File: src/rtl/memory_access_controller_if.sv
// Handshake bundle between the control unit (master) and the memory access controller (slave).
interface memory_access_controller_if;
   logic in_start;
   logic in_rw;
   logic in_mem_ready;
   logic out_mar_load;
   logic out_mdr_write;
   logic out_mdr_read;
   logic out_mem_read;
   logic out_mem_write;
   logic out_busy;
   logic out_done;
   logic out_error;

   modport master (
      output in_start, in_rw, in_mem_ready,
      input  out_mar_load, out_mdr_write, out_mdr_read, out_mem_read,
             out_mem_write, out_busy, out_done, out_error
   );

   modport slave (
      input  in_start, in_rw, in_mem_ready,
      output out_mar_load, out_mdr_write, out_mdr_read, out_mem_read,
             out_mem_write, out_busy, out_done, out_error
   );
endinterface

File: src/rtl/memory_access_controller.sv
// Memory access sequencer: IDLE -> ADDR -> ACCESS -> (LATCH) -> DONE, Moore outputs.
// Optional ACCESS timeout abort enabled by defining MEM_TIMEOUT_EN.
module memory_access_controller #(
   parameter int unsigned WAIT_STATES    = 1,
   parameter int unsigned TIMEOUT_CYCLES = 64
) (
   input logic                        in_clk,
   input logic                        in_clr,
   memory_access_controller_if.slave  bus
);

   if (WAIT_STATES > 255) begin : g_wait_range
      $error("WAIT_STATES must be 0..255");
   end
   if (TIMEOUT_CYCLES < 1 || TIMEOUT_CYCLES > 255) begin : g_timeout_range
      $error("TIMEOUT_CYCLES must be 1..255");
   end

   typedef enum logic [2:0] {
      IDLE,
      ADDR,
      ACCESS,
      LATCH,
      DONE
   } state_t;

   localparam logic [7:0] WAIT_LIM = 8'(WAIT_STATES);

   state_t     state;
   state_t     state_nx;
   logic       op;
   logic [7:0] wait_cnt;
   logic       access_exit;

   assign access_exit = bus.in_mem_ready && (wait_cnt >= WAIT_LIM);

`ifdef MEM_TIMEOUT_EN
   localparam logic [7:0] TO_LIM = 8'(TIMEOUT_CYCLES - 1);

   logic [7:0] to_cnt;
   logic       timeout_hit;
   logic       err;

   // timeout_hit is evaluated during the TIMEOUT_CYCLES-th ACCESS cycle
   assign timeout_hit = (to_cnt == TO_LIM);

   always_ff @(posedge in_clk) begin
      if (in_clr) begin
         to_cnt <= '0;
         err    <= 1'b0;
      end else begin
         case (state)
            ADDR: begin
               to_cnt <= '0;
               err    <= 1'b0;
            end
            ACCESS: begin
               to_cnt <= to_cnt + 8'd1;
               if (!access_exit && timeout_hit)
                  err <= 1'b1;
            end
            default: ;
         endcase
      end
   end

   assign bus.out_error = (state == DONE) && err;
`else
   assign bus.out_error = 1'b0;
`endif

   always_ff @(posedge in_clk) begin
      if (in_clr) begin
         state    <= IDLE;
         op       <= 1'b0;
         wait_cnt <= '0;
      end else begin
         state <= state_nx;
         if (state == IDLE && bus.in_start)
            op <= bus.in_rw;
         if (state == ADDR)
            wait_cnt <= '0;
         else if (state == ACCESS && wait_cnt != 8'hFF)
            wait_cnt <= wait_cnt + 8'd1;
      end
   end

   always_comb begin
      state_nx = state;
      case (state)
         IDLE:   if (bus.in_start) state_nx = ADDR;
         ADDR:   state_nx = ACCESS;
         ACCESS: begin
            if (access_exit)
               state_nx = op ? DONE : LATCH;
`ifdef MEM_TIMEOUT_EN
            else if (timeout_hit)
               state_nx = DONE;
`endif
         end
         LATCH:  state_nx = DONE;
         DONE:   state_nx = IDLE;
         default: state_nx = IDLE;
      endcase
   end

   assign bus.out_mar_load  = (state == ADDR);
   assign bus.out_mem_read  = (state == ACCESS) && !op;
   assign bus.out_mem_write = (state == ACCESS) && op;
   assign bus.out_mdr_read  = (state == LATCH);
   assign bus.out_mdr_write = (state == LATCH);
   assign bus.out_busy      = (state != IDLE);
   assign bus.out_done      = (state == DONE);

endmodule

File: src/flat_wrapper.sv
// flat-port wrapper written by rule: the top's interface ports become plain ports
module memory_access_controller_flat 
#(
   parameter int unsigned WAIT_STATES    = 1,
   parameter int unsigned TIMEOUT_CYCLES = 64
)
  (in_clk, in_clr, bus_in_start, bus_in_rw, bus_in_mem_ready, bus_out_mar_load, bus_out_mdr_write, bus_out_mdr_read, bus_out_mem_read, bus_out_mem_write, bus_out_busy, bus_out_done, bus_out_error);
  memory_access_controller_if bus_i ();
  input logic in_clk;
  input logic in_clr;
  input wire logic [$bits(bus_i.in_start)-1:0] bus_in_start;
  input wire logic [$bits(bus_i.in_rw)-1:0] bus_in_rw;
  input wire logic [$bits(bus_i.in_mem_ready)-1:0] bus_in_mem_ready;
  output wire logic [$bits(bus_i.out_mar_load)-1:0] bus_out_mar_load;
  output wire logic [$bits(bus_i.out_mdr_write)-1:0] bus_out_mdr_write;
  output wire logic [$bits(bus_i.out_mdr_read)-1:0] bus_out_mdr_read;
  output wire logic [$bits(bus_i.out_mem_read)-1:0] bus_out_mem_read;
  output wire logic [$bits(bus_i.out_mem_write)-1:0] bus_out_mem_write;
  output wire logic [$bits(bus_i.out_busy)-1:0] bus_out_busy;
  output wire logic [$bits(bus_i.out_done)-1:0] bus_out_done;
  output wire logic [$bits(bus_i.out_error)-1:0] bus_out_error;
  assign bus_i.in_start = bus_in_start;
  assign bus_i.in_rw = bus_in_rw;
  assign bus_i.in_mem_ready = bus_in_mem_ready;
  assign bus_out_mar_load = bus_i.out_mar_load;
  assign bus_out_mdr_write = bus_i.out_mdr_write;
  assign bus_out_mdr_read = bus_i.out_mdr_read;
  assign bus_out_mem_read = bus_i.out_mem_read;
  assign bus_out_mem_write = bus_i.out_mem_write;
  assign bus_out_busy = bus_i.out_busy;
  assign bus_out_done = bus_i.out_done;
  assign bus_out_error = bus_i.out_error;
  memory_access_controller #(.WAIT_STATES(WAIT_STATES), .TIMEOUT_CYCLES(TIMEOUT_CYCLES)) u_core (.in_clk(in_clk), .in_clr(in_clr), .bus(bus_i));
endmodule
File: config.mk
export PLATFORM = sky130hd
export DESIGN_NAME = memory_access_controller_flat
export DESIGN_NICKNAME = d
export VERILOG_FILES = /design/src/rtl/memory_access_controller_if.sv /design/src/rtl/memory_access_controller.sv /design/src/flat_wrapper.sv
export SDC_FILE = /design/constraint.sdc
export NUM_CORES = 1
export LEC_CHECK = 0
export CAP_MARGIN = 20
export CELL_PAD_IN_SITES_DETAIL_PLACEMENT = 1
export CELL_PAD_IN_SITES_GLOBAL_PLACEMENT = 2
export CORE_AREA = 3 3 52 54
export DETAILED_ROUTE_END_ITERATION = 6
export DIE_AREA = 0 0 55 57
export PLACE_DENSITY = 0.84
export SYNTH_ARGS = -nofsm -noshare
export SYNTH_HDL_FRONTEND = slang
export SYNTH_SLANG_ARGS = --single-unit
File: constraint.sdc
create_clock -name in_clk -period 3.4 [get_ports in_clk]
set_input_delay 0.34 -clock in_clk [delete_from_list [all_inputs] [get_ports in_clk]]
set_output_delay 0.34 -clock in_clk [all_outputs]
set_load 0.005 [all_outputs]
metal_density.png
11 x 11 tiles, from dark blue (low) to red (high), scaled to the fullest tile. Values are wire area over tile area, all layers added.
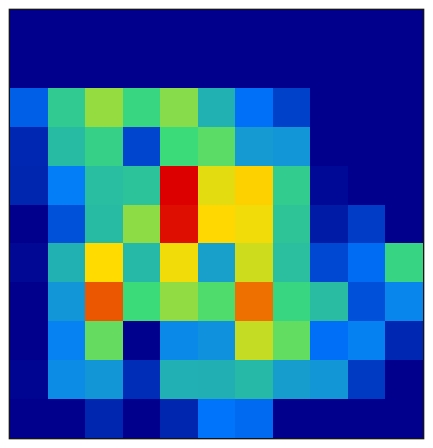
38% of the tiles are nearly empty. The emptiest ninth of the die: north-east. The fullest tile reaches 0.35. The densest ninth of the die: centre.

flops_by_reg.png
Bar = 20 µm. Other sequential cells in the stronger grey, the rest of the logic in the fainter grey.
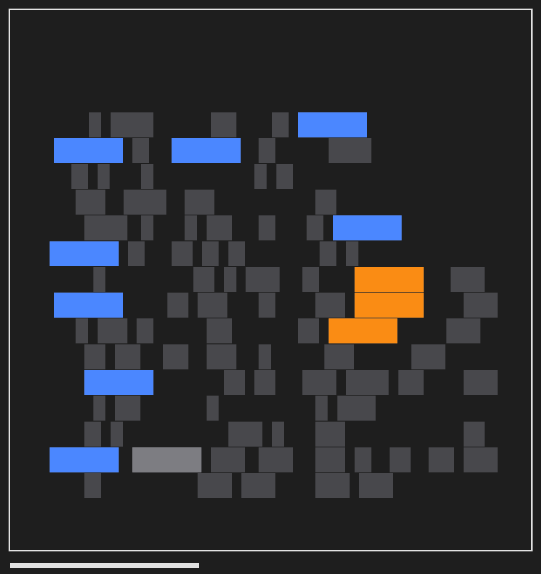
u_core.state: marked orange, sequential cells 3. u_core.wait_cnt: marked blue, sequential cells 8.
Another 1 sequential cells are not coloured.
post-layout util: 37.5%
Register Area: 240 µm²
Seq area share: 28.4%
Seq power: 0.000153 W

==> job_summary.md <==
### Metrics collected by this job

| Metric | Value |
|---|---|
| Slew Limit Fails | `0` |
| Simple Share, Synth | `36.0%` |
| Routed wire length | `~1800 µm` |
| Net Count, Synth | `92` |
| MUX area fraction | `2.78%` |
| Hold Startpoint | `u_core.wait_cnt[1]` |
| Final Cycle Share | `63.6%` |
| Core outline area | `between 2000 and 2500 µm²` |
| Maximum vdd drop | `approximately 0.00019 V` |
| Synth warn | `0` |
| OpenROAD warning count | `28` |
| Top comb family, area | `simple AND/OR/NAND/NOR gates` |
| CP arrival | `1.82 ns` |
| Hold Path Depth | `2` |
| Critical path type | `reg -> out` |
| Largest register by flop count | `u_core.wait_cnt` |
| Antenna Nets Post-Route | `0` |
| Mapped cell area | `a little over 700 µm²` |
| Final setup TNS | `0 ns` |
| FMAX | `~0.46 GHz` |
| Tot GR Track Use | `13.9%` |
| Critical R2R Launch | `u_core.state[1]` |
| Top routing layer used | `met4` |
| Nets | `between 100 and 150` |
| Largest regs | `u_core.wait_cnt (8), u_core.state (3), u_core.op (1)` |
| Grt peak-use layer | `met2` |
| Avg Inst Size Synth | `~8.6 µm²` |
| Num CTS Buffers | `3` |
| Reg2Reg Setup Slack | `approximately 1.7 ns` |
| Outcome | `finished, final reports clean` |
| Seq/Total Area, Yosys | `between 30% and 40%` |
| Max-cap violations | `0` |
| Worst r2r dst | `u_core.wait_cnt[7]` |
| Antenna violations before repair | `0` |
| Root Driver | `clkbuf_4` |
| Clk_lat worst skew | `roughly 0.27 ns` |
| Hold WC Path Type | `reg -> reg` |
| Pin count of the biggest net entering global routing | `13` |
| Hold Slack | `~0.54 ns` |
| M3 GR Usage | `under 10%` |
| Row cnt | `17` |
| Sw power | `roughly 0.00008 W` |
| Routed wl met3 | `55 µm` |
| First-pass GRT wire length | `approximately 3100 µm` |
| Detailed Routing Iterations Pass 1 | `2` |
| GP Congestion | `roughly 0.80` |
| Xor/xnor share | `2.43%` |
| Max H-tree Level | `1` |
| GRT met1 Usage | `about 17%` |
| Routed vias | `approximately 640` |
| Die height | `57 µm` |
| Io pins | `13` |
| Max FFs per register | `8` |
| DPL Wire Length | `about 1400 µm` |
| Fin. Hold Viols | `0` |
| Sequential power share | `between 50 and 60%` |
| RSZ-0062 raised after global routing | `false` |
| CTS Hold Buffers Added | `0` |
| Ys cells | `between 80 and 90` |
| Setup Skew | `roughly 0.00037 ns` |
| PD cells | `approximately 340 nW/µm²` |
| Adder share | `under 10%` |
| DRC | `0` |
| Cell Type Count | `36` |
| Leakage | `roughly 0.29 nW` |
| Grt met2 use | `about a fifth` |
| Routed WL per cell | `about 15 µm` |
| Crit end category | `output port` |
| Critical Path Source Type | `register` |
| Most frequent cells in the layout | `dfxtp_1 (12), clkdlybuf4s50_1 (11), nand3_1 (8)` |
[worst max path at each step]
stage                               start                 end
after floorplan           u_core.state[0]  u_core.wait_cnt[7]
after global placement    u_core.state[0]    bus_out_mar_load
after detailed placement           in_clr  u_core.wait_cnt[3]
after CTS                 u_core.state[1]    bus_out_mem_read
after global routing      u_core.state[0]    bus_out_mar_load
final                     u_core.state[1]    bus_out_mem_read
[cells in the mapped netlist]
| library cell | number | area share (%) |
|---|---|---|
| a221oi_1 | 1 | 1.2 |
| nand4b_1 | 1 | 1.2 |
| buf_6 | 1 | 1.6 |
| nor3_1 | 2 | 1.4 |
| mux2i_1 | 2 | 2.8 |
| and2_1 | 1 | 0.87 |
| o211ai_1 | 2 | 2.1 |
| nor2_2 | 1 | 0.87 |
| nand2_1 | 6 | 3.1 |
| or2_2 | 1 | 0.87 |
| nor4b_1 | 2 | 2.4 |
| nand3_1 | 8 | 5.6 |
| buf_4 | 4 | 4.2 |
| nor2_1 | 6 | 3.1 |
| or4_1 | 1 | 1.0 |
| nor4_1 | 1 | 0.87 |
| a21oi_1 | 1 | 0.69 |
| o21ai_0 | 6 | 4.2 |
| nor3b_1 | 2 | 2.1 |
| a2111oi_0 | 1 | 1.2 |
| xnor2_1 | 1 | 1.2 |
| nor3b_2 | 1 | 1.7 |
| o21ai_2 | 1 | 1.2 |
| xor2_1 | 1 | 1.2 |
| conb_1 | 1 | 0.52 |
| nand2b_1 | 1 | 0.87 |
| and4_1 | 1 | 1.2 |
| and3b_2 | 2 | 2.8 |
| nand4_1 | 1 | 0.87 |
| or3b_4 | 1 | 1.6 |
| inv_1 | 3 | 1.6 |
| nor4_2 | 1 | 1.7 |
| dfxtp_1 | 12 | 33 |
| a31oi_1 | 2 | 1.7 |
| ha_1 | 3 | 5.2 |
| or3_1 | 2 | 1.7 |
[stage by stage]
| stage | worst slack [ns] | cell area, µm² | util [%] | std cells | total power, W |
|---|---|---|---|---|---|
| after floorplan | 1.89 | 719 | - | 84 | 0.000186 |
| after global placement | 1.54 | 823 | 36.5 | 118 | 0.000204 |
| after detailed placement | 1.52 | 823 | 36.5 | 118 | 0.000206 |
| after CTS | 1.22 | 846 | 37.5 | 121 | 0.000296 |
| after global routing | 1.12 | 846 | 37.5 | 121 | 0.000310 |
| final | 1.24 | 846 | 37.5 | 121 | 0.000292 |
[final cells by class]
| type | count | area [µm²] |
|---|---|---|
| clock buffers | 3 | 22.5 |
| fillers | 281 | 1410 |
| well taps | 28 | 35.0 |
| inverters | 3 | 11.3 |
| repair buffers | 11 | 110 |
| multi-input cells | 64 | 427 |
| flip-flops and latches | 12 | 240 |
[critical path: stages (launching register included)]
cell and delay (ns):
dfxtp_1 0.50, or3b_4 0.45, nor2_1 0.10, clkdlybuf4s50_1 0.50
[power by group through the flow]
stage	Clock (W)	Combinational, W	Sequential [W]
3_3_place_gp	0	0.0000478	0.000156
3_5_place_dp	0	0.0000494	0.000157
4_1_cts	0.0000938	0.0000494	0.000153
5_1_grt	0.000100	0.0000554	0.000155
2_1_floorplan	0	0.0000350	0.000151
6_report	0.0000900	0.0000484	0.000153
No activity file was given, so power comes from the tool's default toggle rates.
